### Placed standard cells

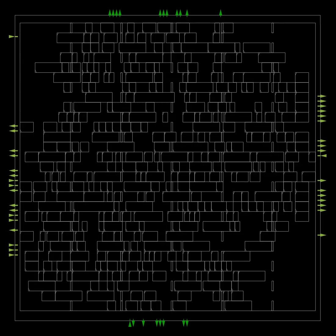
### Sequential cells grouped by signal name

(6 px per µm)
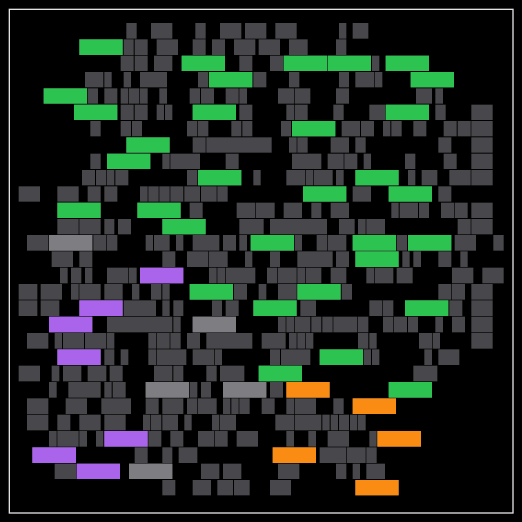
### Routed metal, one color a layer

(4 px per µm) Two of the layers only.
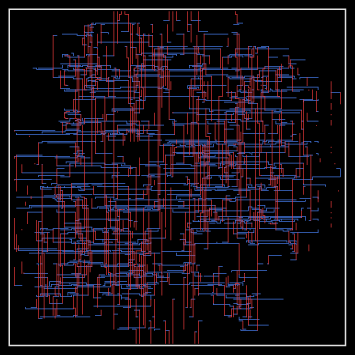
`src/rtl/riscv_ctrl_pkg.sv`:
```
// riscv_ctrl_pkg: shared state encoding, opcodes and ALU op codes for the multicycle controller
package riscv_ctrl_pkg;
  typedef enum logic [2:0] {
    S_FETCH   = 3'd0,
    S_DECODE  = 3'd1,
    S_EXECUTE = 3'd2,
    S_MEM     = 3'd3,
    S_WB      = 3'd4,
    S_TRAP    = 3'd5
  } state_e;
  localparam logic [6:0] OP_R  = 7'b0110011;
  localparam logic [6:0] OP_I  = 7'b0010011;
  localparam logic [6:0] OP_LW = 7'b0000011;
  localparam logic [6:0] OP_SW = 7'b0100011;
  localparam logic [1:0] ALU_ADD   = 2'b00;
  localparam logic [1:0] ALU_FUNCT = 2'b10;
endpackage

```
`src/rtl/mem_wait_timer.sv`:
```
// mem_wait_timer: counts memory wait cycles and flags when MEM_TIMEOUT has been reached
module mem_wait_timer #(
  parameter int MEM_TIMEOUT = 16
) (
  input  logic clk,
  input  logic clear_i,
  input  logic enable_i,
  output logic expired_o
);
  localparam int W = $clog2(MEM_TIMEOUT + 1);
  logic [W-1:0] cnt_q;
  assign expired_o = cnt_q == W'(MEM_TIMEOUT);
  always_ff @(posedge clk) begin
    if (clear_i) cnt_q <= '0;
    else if (enable_i && !expired_o) cnt_q <= cnt_q + W'(1);
  end
endmodule

```
`src/rtl/multicycle_controller.sv`:
```
// multicycle_controller: RV32I multi-cycle sequencer with memory timeout, illegal-opcode trap and retire counter
module multicycle_controller
  import riscv_ctrl_pkg::*;
#(
  parameter int MEM_TIMEOUT = 16,
  parameter int CNT_W       = 32
) (
  input  logic             clk,
  input  logic             reset,
  input  logic [6:0]       opcode,
  input  logic             mem_ready,
  output logic             pc_write,
  output logic             ir_write,
  output logic             mem_read,
  output logic             mem_write,
  output logic             i_or_d,
  output logic             alu_src,
  output logic [1:0]       alu_op,
  output logic             reg_write,
  output logic             mem2reg,
  output logic             illegal_op,
  output logic             bus_error,
  output logic [CNT_W-1:0] instr_retired
);
  state_e state_q, state_d;
  logic [6:0] opcode_q;
  logic illegal_q, bus_err_q, in_acc, expired, legal, timeout, retire, run;
  logic is_r, is_lw, is_sw, alu_stage;
  logic [CNT_W-1:0] cnt_q;
  assign run = !reset;
  assign in_acc = state_q == S_FETCH || state_q == S_MEM;
  assign legal = opcode inside {OP_R, OP_I, OP_LW, OP_SW};
  assign timeout = in_acc && !mem_ready && expired;
  assign is_r = opcode_q == OP_R;
  assign is_lw = opcode_q == OP_LW;
  assign is_sw = opcode_q == OP_SW;
  assign alu_stage = state_q == S_EXECUTE || state_q == S_MEM;
  assign retire = state_q == S_WB || (state_q == S_MEM && is_sw && mem_ready);
  // A completed access leaves FETCH/MEM, so mem_ready doubles as the clear on exit
  mem_wait_timer #(.MEM_TIMEOUT(MEM_TIMEOUT)) u_timer (
    .clk      (clk),
    .clear_i  (reset || !in_acc || mem_ready),
    .enable_i (in_acc && !mem_ready),
    .expired_o(expired)
  );
  always_comb begin
    state_d = state_q;
    case (state_q)
      S_FETCH:   state_d = mem_ready ? S_DECODE : (expired ? S_TRAP : S_FETCH);
      S_DECODE:  state_d = legal ? S_EXECUTE : S_TRAP;
      S_EXECUTE: state_d = (is_lw || is_sw) ? S_MEM : S_WB;
      S_MEM:     state_d = mem_ready ? (is_sw ? S_FETCH : S_WB) : (expired ? S_TRAP : S_MEM);
      S_WB:      state_d = S_FETCH;
      default:   state_d = S_TRAP;
    endcase
  end
  always_ff @(posedge clk) begin
    if (reset) begin
      state_q   <= S_FETCH;
      opcode_q  <= '0;
      illegal_q <= 1'b0;
      bus_err_q <= 1'b0;
      cnt_q     <= '0;
    end else begin
      state_q <= state_d;
      if (state_q == S_DECODE) opcode_q <= opcode;
      if (state_q == S_DECODE && !legal) illegal_q <= 1'b1;
      if (timeout) bus_err_q <= 1'b1;
      if (retire) cnt_q <= cnt_q + CNT_W'(1);
    end
  end
  assign pc_write      = run && state_q == S_FETCH && mem_ready;
  assign ir_write      = pc_write;
  assign mem_read      = run && (state_q == S_FETCH || (state_q == S_MEM && is_lw));
  assign mem_write     = run && state_q == S_MEM && is_sw;
  assign i_or_d        = run && state_q == S_MEM;
  assign alu_src       = run && alu_stage && !is_r;
  assign alu_op        = (run && alu_stage && !(is_lw || is_sw)) ? ALU_FUNCT : ALU_ADD;
  assign reg_write     = run && state_q == S_WB;
  assign mem2reg       = reg_write && is_lw;
  assign illegal_op    = run && illegal_q;
  assign bus_error     = run && bus_err_q;
  assign instr_retired = run ? cnt_q : '0;
endmodule

```
`config.mk`:
```
export PLATFORM = sky130hd
export DESIGN_NAME = multicycle_controller
export DESIGN_NICKNAME = d
export VERILOG_FILES = /design/src/rtl/riscv_ctrl_pkg.sv /design/src/rtl/mem_wait_timer.sv /design/src/rtl/multicycle_controller.sv
export SDC_FILE = /design/constraint.sdc
export NUM_CORES = 1
export LEC_CHECK = 0
export CAP_MARGIN = 30
export CORE_UTILIZATION = 40
export CTS_CLUSTER_DIAMETER = 40
export DETAILED_ROUTE_END_ITERATION = 10
export GPL_TIMING_DRIVEN = 0
export MAX_ROUTING_LAYER = met4
export PLACE_DENSITY = 0.65
export SYNTH_ARGS = -nofsm -noshare
export SYNTH_HDL_FRONTEND = slang
export SYNTH_SLANG_ARGS = --single-unit
```
`constraint.sdc`:
```
create_clock -name clk -period 2.78 [get_ports clk]
set_clock_uncertainty 0.05 [all_clocks]
set_input_delay 0.695 -clock clk [delete_from_list [all_inputs] [get_ports clk]]
set_output_delay 0.695 -clock clk [all_outputs]
set_load 0.02 [all_outputs]
```
==> results_dict.tcl <==
# implementation run metrics
set metrics [dict create \
    crit_family "buffers and inverters" \
    top_usage_layer "met2" \
    synth_area_um2 2670 \
    lay_top_count "dfxtp_1" \
    finalHoldViolCount 0 \
    yosysTopAreaCellShare 0.3674 \
    cp.depth 4 \
    warnings 27 \
    ys_sh_mux 0.05014 \
    maxCapViolCount 0 \
    cellLeakagePower_nw 1.239 \
    num-fill-cells 619 \
    r2r_cells 6 \
    inverters_excl_clock 10 \
    edf_count 0 \
    ys_types 47 \
    ys.flops 49 \
    post-place-ws_ns -0.5914 \
    yosys.cell_count.top_type "dfxtp_1" \
    regMostFlops "cnt_q" \
    grt_pass1_vias 2356 \
    grt_max_degree 16 \
    antenna_found_initial 0 \
    yosysWarnings 0 \
    yosysChipArea_um2 2670 \
    power.density_nw_per_um2 424.8 \
    slew_headroom 0.4613 \
    hold_end "bus_err_q$_SDFFE_PP0P_" \
    status "finished, final reports clean" \
    topRoutingLayerUsed "met4" \
    fp_nets 345 \
    r2r-start "cnt_q[2]$_SDFFE_PP0P_" \
    yosys.stat.seqShare 0.3674 \
    cts_setup_buffers 0 \
    cts_made_buffers 5 \
    drtIter0Drc 126 \
    grt_util_met3 0.03956 \
    setup_viol 0 \
    well_tap_count 77 \
    final_nets 403 \
    clock_area_frac 0.03897 \
    cts.htree.levels 2 \
    mostFrequentLayoutCells "dfxtp_1 (49), nor2_1 (46), clkdlybuf4s50_1 (38)" \
    clockBufferDepth 2 \
    ys_cells 332 \
    synthTopCellsByCount "dfxtp_1 (49), nor2_1 (48), nor2b_1 (29)" \
    hold_start "bus_err_q$_SDFFE_PP0P_" \
    cp_slowest_stage_delay_ns 0.62 \
    grt_use_met1 0.2575 \
    ios 54 \
    async_flop_share 0 \
    synthCells 332 \
    final_antenna_net_count 0 \
]
Notes on 'Placed standard cells' above:
total core area: 6386 µm²
Finished Core Util: 0.5380
flop count: 49
non-filler cells, final: 468
sequential share of cell area: 0.2855

Notes on 'Sequential cells grouped by signal name' above:
Key: green = cnt_q [placed flops 32]; purple = opcode_q [placed flops 7]; orange = u_timer.cnt_q [placed flops 5, where lower right]
Another 5 sequential cells are not colored.
FF+latch area: 980.9 µm²
Seq. pwr: 0.000728 W

Notes on 'Routed metal, one color a layer' above:
Key: red = M2 [wire length 2,930 µm]; blue = M1 [wire length 3,180 µm]
drt total wl: 6433 µm
wire per inst: 13.75 µm
vias after detailed routing: 2,526
GRT Overall Usage: 0.1984

[report_power, final]
part,switching (W),leakage [nW],internal [W]
registers,0.0000134,0.396,0.000714
logic,0.0000735,0.775,0.0000503
clock network,0.000251,0.0681,0.000358
[metrics by stage]
stage / total power (W) / area [µm²] / cells
2_1_floorplan: 0.0008182 / 2670 / 332
4_1_cts: 0.001471 / 3423 / 468
6_report: 0.001460 / 3436 / 468
5_1_grt: 0.001513 / 3436 / 468
3_3_place_gp: 0.0008631 / 3277 / 460
3_5_place_dp: 0.0008646 / 3277 / 460
[timing repair]
item	4_1_cts	5_1_grt
hold buffers	0	0
gates resized	24	9
setup endpoints to repair	37	11
gates cloned	0	0
hold endpoints to repair	0	0
Power is estimated from default activity; no workload was simulated.
